==> config.mk <==
export PLATFORM = sky130hd
export DESIGN_NAME = uart_row_loader_flat
export DESIGN_NICKNAME = d
export VERILOG_FILES = /design/src/rtl/uart_row_loader_if.sv /design/src/rtl/uart_row_loader.sv /design/src/flat_wrapper.sv
export SDC_FILE = /design/constraint.sdc
export NUM_CORES = 1
export LEC_CHECK = 0
export CELL_PAD_IN_SITES_DETAIL_PLACEMENT = 0
export CELL_PAD_IN_SITES_GLOBAL_PLACEMENT = 1
export CORE_MARGIN = 2
export CORE_UTILIZATION = 49
export DETAILED_ROUTE_END_ITERATION = 10
export PLACE_DENSITY = 0.86
export SKIP_LAST_GASP = 1
export SYNTH_ARGS = -nofsm -noshare
export SYNTH_HDL_FRONTEND = slang
export SYNTH_SLANG_ARGS = --single-unit
==> constraint.sdc <==
create_clock -name i_clk -period 4.8 [get_ports i_clk]
set_clock_uncertainty 0.05 [all_clocks]
set_input_delay 1.2 -clock i_clk [delete_from_list [all_inputs] [get_ports i_clk]]
set_output_delay 1.2 -clock i_clk [all_outputs]
set_load 0.005 [all_outputs]
==> src/rtl/uart_row_loader_if.sv <==
// Byte-stream input and frame-memory write port of the row loader.
interface uart_row_loader_if #(
    parameter int ADDR_W = 5
);
    logic [7:0]        rx_byte;
    logic              rx_valid;
    logic              wr_en;
    logic [ADDR_W-1:0] wr_addr;
    logic [7:0]        wr_data;
    logic              row_done;
    logic              row_err;
    logic              busy;

    modport master (
        output rx_byte, rx_valid,
        input  wr_en, wr_addr, wr_data, row_done, row_err, busy
    );

    modport slave (
        input  rx_byte, rx_valid,
        output wr_en, wr_addr, wr_data, row_done, row_err, busy
    );
endinterface

==> src/rtl/uart_row_loader.sv <==
// Parses SYNC/ROW/data/CHK packets from the UART and writes checksum-good rows to frame memory.
// First write one cycle after the CHK strobe; no backpressure, bytes arriving during COMMIT are dropped.
module uart_row_loader #(
    parameter logic [7:0] SYNC_BYTE    = 8'hA5,
    parameter int         ROWS         = 8,
    parameter int         ROW_BYTES    = 4,
    parameter int         ADDR_W       = 5,
    parameter int         TIMEOUT_CLKS = 25_000
) (
    input  logic             i_clk,
    input  logic             i_reset_n,
    uart_row_loader_if.slave bus
);
    localparam int RW = (ROWS > 1) ? $clog2(ROWS) : 1;
    localparam int IW = (ROW_BYTES > 1) ? $clog2(ROW_BYTES) : 1;
    localparam int TW = $clog2(TIMEOUT_CLKS + 1);
    localparam logic [IW-1:0] IDX_LAST = IW'(ROW_BYTES - 1);
    localparam logic [TW-1:0] TMR_LAST = TW'(TIMEOUT_CLKS - 1);
    localparam logic [7:0]    ROWS_B   = 8'(ROWS);

    typedef enum logic [2:0] {
        S_IDLE,
        S_ROW,
        S_DATA,
        S_CHK,
        S_COMMIT
    } state_t;

    state_t        state;
    state_t        state_nxt;
    logic [7:0]    chk;
    logic [IW-1:0] idx;
    logic [RW-1:0] row;
    logic [TW-1:0] timer;
    logic [7:0]    row_buf [ROW_BYTES];
    logic          err_q;
    logic          err_nxt;
    logic          idx_last;
    logic          expired;
    logic          commit;

    assign idx_last = (idx == IDX_LAST);
    assign expired  = (timer == TMR_LAST);
    assign commit   = (state == S_COMMIT);

    always_ff @(posedge i_clk) begin
        if (!i_reset_n) state <= S_IDLE;
        else            state <= state_nxt;
    end

    // A byte arriving in the expiry cycle wins over the timeout.
    always_comb begin
        state_nxt = state;
        err_nxt   = 1'b0;
        unique case (state)
            S_IDLE: begin
                if (bus.rx_valid && bus.rx_byte == SYNC_BYTE) state_nxt = S_ROW;
            end
            S_ROW: begin
                if (bus.rx_valid) begin
                    if (bus.rx_byte >= ROWS_B) begin
                        state_nxt = S_IDLE;
                        err_nxt   = 1'b1;
                    end else begin
                        state_nxt = S_DATA;
                    end
                end else if (expired) begin
                    state_nxt = S_IDLE;
                    err_nxt   = 1'b1;
                end
            end
            S_DATA: begin
                if (bus.rx_valid) begin
                    if (idx_last) state_nxt = S_CHK;
                end else if (expired) begin
                    state_nxt = S_IDLE;
                    err_nxt   = 1'b1;
                end
            end
            S_CHK: begin
                if (bus.rx_valid) begin
                    if (bus.rx_byte == chk) begin
                        state_nxt = S_COMMIT;
                    end else begin
                        state_nxt = S_IDLE;
                        err_nxt   = 1'b1;
                    end
                end else if (expired) begin
                    state_nxt = S_IDLE;
                    err_nxt   = 1'b1;
                end
            end
            S_COMMIT: begin
                if (idx_last) state_nxt = S_IDLE;
            end
            default: state_nxt = S_IDLE;
        endcase
    end

    always_ff @(posedge i_clk) begin
        if (!i_reset_n) begin
            chk   <= '0;
            idx   <= '0;
            row   <= '0;
            timer <= '0;
            err_q <= 1'b0;
        end else begin
            err_q <= err_nxt;
            unique case (state)
                S_IDLE: begin
                    chk   <= '0;
                    idx   <= '0;
                    timer <= '0;
                end
                S_ROW, S_DATA, S_CHK: begin
                    if (bus.rx_valid)  timer <= '0;
                    else if (!expired) timer <= timer + 1'b1;
                    if (bus.rx_valid && state == S_ROW) begin
                        row <= bus.rx_byte[RW-1:0];
                        chk <= bus.rx_byte;
                    end
                    if (bus.rx_valid && state == S_DATA) begin
                        chk <= chk ^ bus.rx_byte;
                        idx <= idx_last ? '0 : idx + 1'b1;
                    end
                end
                S_COMMIT: idx <= idx_last ? '0 : idx + 1'b1;
                default: ;
            endcase
        end
    end

    always_ff @(posedge i_clk) begin
        if (state == S_DATA && bus.rx_valid) row_buf[idx] <= bus.rx_byte;
    end

    assign bus.wr_en    = commit;
    assign bus.wr_addr  = commit ? (ADDR_W'(row) * ADDR_W'(ROW_BYTES) + ADDR_W'(idx)) : '0;
    assign bus.wr_data  = commit ? row_buf[idx] : '0;
    assign bus.row_done = commit && idx_last;
    assign bus.row_err  = err_q;
    assign bus.busy     = (state != S_IDLE);
endmodule
==> src/flat_wrapper.sv <==
// flat-port wrapper written by rule: the top's interface ports become plain ports
module uart_row_loader_flat 
#(
    parameter logic [7:0] SYNC_BYTE    = 8'hA5,
    parameter int         ROWS         = 8,
    parameter int         ROW_BYTES    = 4,
    parameter int         ADDR_W       = 5,
    parameter int         TIMEOUT_CLKS = 25_000
)
  (i_clk, i_reset_n, bus_rx_byte, bus_rx_valid, bus_wr_en, bus_wr_addr, bus_wr_data, bus_row_done, bus_row_err, bus_busy);
  uart_row_loader_if #(.ADDR_W(ADDR_W)) bus_i ();
  input  logic i_clk;
  input  logic i_reset_n;
  input wire logic [$bits(bus_i.rx_byte)-1:0] bus_rx_byte;
  input wire logic [$bits(bus_i.rx_valid)-1:0] bus_rx_valid;
  output wire logic [$bits(bus_i.wr_en)-1:0] bus_wr_en;
  output wire logic [$bits(bus_i.wr_addr)-1:0] bus_wr_addr;
  output wire logic [$bits(bus_i.wr_data)-1:0] bus_wr_data;
  output wire logic [$bits(bus_i.row_done)-1:0] bus_row_done;
  output wire logic [$bits(bus_i.row_err)-1:0] bus_row_err;
  output wire logic [$bits(bus_i.busy)-1:0] bus_busy;
  assign bus_i.rx_byte = bus_rx_byte;
  assign bus_i.rx_valid = bus_rx_valid;
  assign bus_wr_en = bus_i.wr_en;
  assign bus_wr_addr = bus_i.wr_addr;
  assign bus_wr_data = bus_i.wr_data;
  assign bus_row_done = bus_i.row_done;
  assign bus_row_err = bus_i.row_err;
  assign bus_busy = bus_i.busy;
  uart_row_loader #(.SYNC_BYTE(SYNC_BYTE), .ROWS(ROWS), .ROW_BYTES(ROW_BYTES), .ADDR_W(ADDR_W), .TIMEOUT_CLKS(TIMEOUT_CLKS)) u_core (.i_clk(i_clk), .i_reset_n(i_reset_n), .bus(bus_i));
endmodule
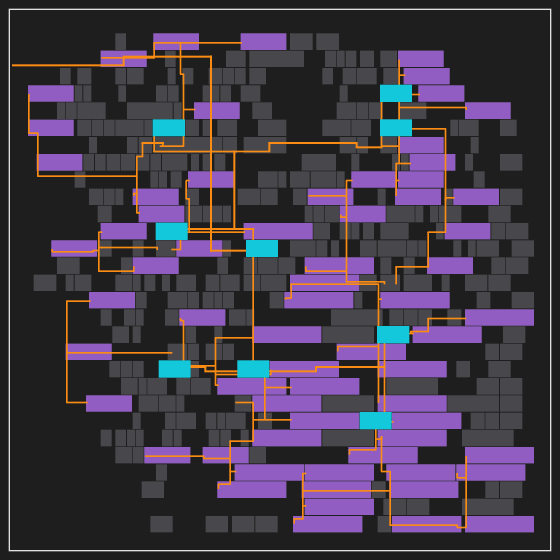
(clock wires, drivers and flops)
[orange] clock wires | length: 766 um
[purple] flip-flops | count: 66
[cyan] clock-net drivers | count: 9
flops lie: spread over the die
routed clock nets: 10
Clk network pwr share: 42.9%
Worst-Skew Late Latency: 0.34 ns
clock-net power: 467 uW

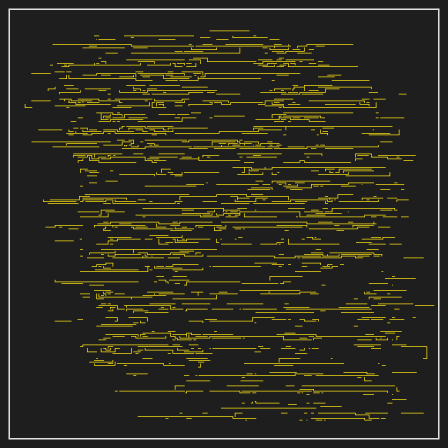
(M1 wires)
longest straight run: 27.6 um
nets with wire on the layer: 309
main direction: horizontal
wire length on this layer: 3320 um

==> results.py <==
# Metrics from the implementation run
metrics = {
    "status": {
        "outcome": "finished, final reports clean",
    },
    "critical_path": {
        "cp_common_cell": "nor2_1",
        "cp_max_fo": 11,
        "cp-start-kind": "flip-flop",
        "crit_buf_inv": 1,
        "path_class": "reg2out",
        "critPathMaxStageDelay_ns": 0.59,
        "crit_family": "simple AND/OR/NAND/NOR gates",
        "path_cells": "nor2_1, nand2_1, nor2_1, clkdlybuf4s50_1",
        "cp.arrival_ns": 2.35,
        "cp.required_ns": 3.55,
    },
    "sta": {
        "final.setup.tns_ns": 0,
        "tightest_slew_ns": 0.694,
        "fin_crit_sh_pct": 75.1,
        "whs_ns": 0.439,
        "rsz0062_at_grt": "no",
        "finalHoldViolCount": 0,
        "finalWorstSetupSlack_ns": 1.20,
    },
    "grt": {
        "grt_start_max_net_pins": 34,
        "grtUsageTotal_pct": 21.1,
        "grt_pass1_wl_um": 11800,
        "grt_overflow": 0,
        "met1_usage_pct": 30.2,
        "gr-usage-met2_pct": 31.4,
        "busiest_layer": "met2",
    },
    "route": {
        "drt_drc_violations_left": 0,
        "wl_um": 7140,
        "via_count": 2445,
        "antenna_left": 0,
        "dr_wl_met2_um": 3320,
        "viasPerCell": 5.95,
        "wl_per_cell_um": 17.4,
        "met3WireLength_um": 445,
        "first_iter_violations": 200,
        "top_layer": "met4",
        "firstDrtPassIters": 5,
    },
    "synthesis": {
        "synth-edff-count": 32,
        "syn_avg_cell_area_um2": 10.6,
        "ys_cells": 304,
        "synthAoiAreaFrac_pct": 13.6,
        "synth_top_area_share_pct": 29.7,
        "synth-main-ff-cell": "dfxtp_1",
        "syn_inst": 304,
        "postSynth.asyncResetShare_pct": 0,
        "synth_seq_share_pct": 50.8,
        "ys.warnings.count": 0,
        "ys.flops": 66,
        "fa_ha_area_share_pct": 2.28,
        "syn_area_um2": 3230,
        "mux_share_pct": 6.50,
        "synthSimpleGateAreaFrac_pct": 21.2,
        "top_cells_by_area": "edfxtp_1, dfxtp_1, mux4_2",
        "yosys_area_um2": 3230,
        "top_cell": "dfxtp_1",
        "synth_top_cell_by_area": "edfxtp_1",
    },
    "job": {
        "warnings": 29,
    },
    "power_and_ir_drop": {
        "vdd_drop_max_uv": 176,
        "swShare_pct": 22.5,
        "p_switching_uw": 245,
        "power_combinational_uw": 33.1,
        "powerSeq_uw": 589,
        "p_seq_share_pct": 54.1,
    },
    "clocking": {
        "htree_levels": 3,
        "clock_tree.buffer_depth": 2,
        "postCtsHoldBufs": 0,
        "clkTransAtPathRegs_ns": 0.08,
        "cts.sinks": 66,
        "post_cts_buffers": 0,
        "root_buffer": "clkbuf_8",
        "ctsResizeCount": 0,
        "cts_tree": "built",
    },
    "layout": {
        "layout-drive-gt1-share_pct": 12.6,
        "finalInstanceArea_um2": 3750,
        "fin_nets": 345,
        "area_delta_synth_final_pct": 15.9,
        "antenna_cells": 0,
    },
    "die": {
        "die_h_um": 85.2,
        "die_area_um2": 7270,
        "io_pins": 28,
        "initCoreUtil_pct": 50.9,
        "coreArea_um2": 6350,
        "die_x_um": 85.2,
        "num_rows": 29,
    },
    "placed_design": {
        "hpwl_um": 4860,
        "place_congestion": 0.791,
        "place_area_um2": 3550,
        "dp_slack_ns": 1.40,
        "io_buffers": 27,
    },
    "worst_hold_path": {
        "min_path_type": "reg2reg",
    },
}
-- placed cells by master, fill, tap and decap left out, types with 2 or more instances in the layout --
master and n:
and3_1 14, nand2_1 23, and4_1 2, nand3_1 16
mux2i_1 3, o21bai_1 2, ha_1 5, clkbuf_8 9
a31oi_1 3, o31ai_1 9, dfxtp_1 34, o21ai_0 3
a41oi_1 3, xnor2_1 8, nand4_1 5, and2_1 4
a211oi_1 4, inv_1 4, buf_4 5, o221a_2 2
nor2_1 28, a21oi_1 23, clkdlybuf4s50_1 27, edfxtp_1 32
nor3_1 8, mux4_2 8, or3_1 6, clkinv_4 2
clkinvlp_4 3, o21ai_1 10
-- flip-flops by register name, indices dropped and copies added (netlist names), named ones only --
signal,flops
u_core.row_buf,32
u_core.timer,15
u_core.chk,8
u_core.row,3
u_core.state,3
u_core.idx,2
u_core.bus.row_err,1
-- stage by stage --
step	power [mW]	instances	util (%)
after floorplan	0.615	304	-
after global placement	0.635	395	55.9
after detailed placement	0.635	395	55.9
after CTS	1.10	411	59.1
after global routing	1.13	411	59.1
final	1.09	411	59.1
-- area by class of cell --
type                            count  area [um2]
Clock buffer                        9         124
Sequential cell                    66        1640
Timing Repair Buffer               32         308
Clock inverter                      7        78.8
Fill cell                         518        2600
Multi-Input combinational cell    214        1480
Inverter                            6        22.5
Tap cell                           77        96.3
-- path summary, 6_finish.rpt --
| path | startpoint | endpoint | slack (ns) | cells after the start |
|---|---|---|---|---|
| worst max-delay path | u_core.state[1] | bus_wr_addr[1] | 1.20 | 4 |
| worst max register to register | u_core.state[1] | u_core.state[1] | 2.70 | 5 |
| worst min-delay path | u_core.timer[1] | u_core.timer[1] | 0.44 | 2 |
| worst min register to register | u_core.timer[1] | u_core.timer[1] | 0.44 | 2 |
Power figures rest on the tool's default switching activity, not on a simulated workload.
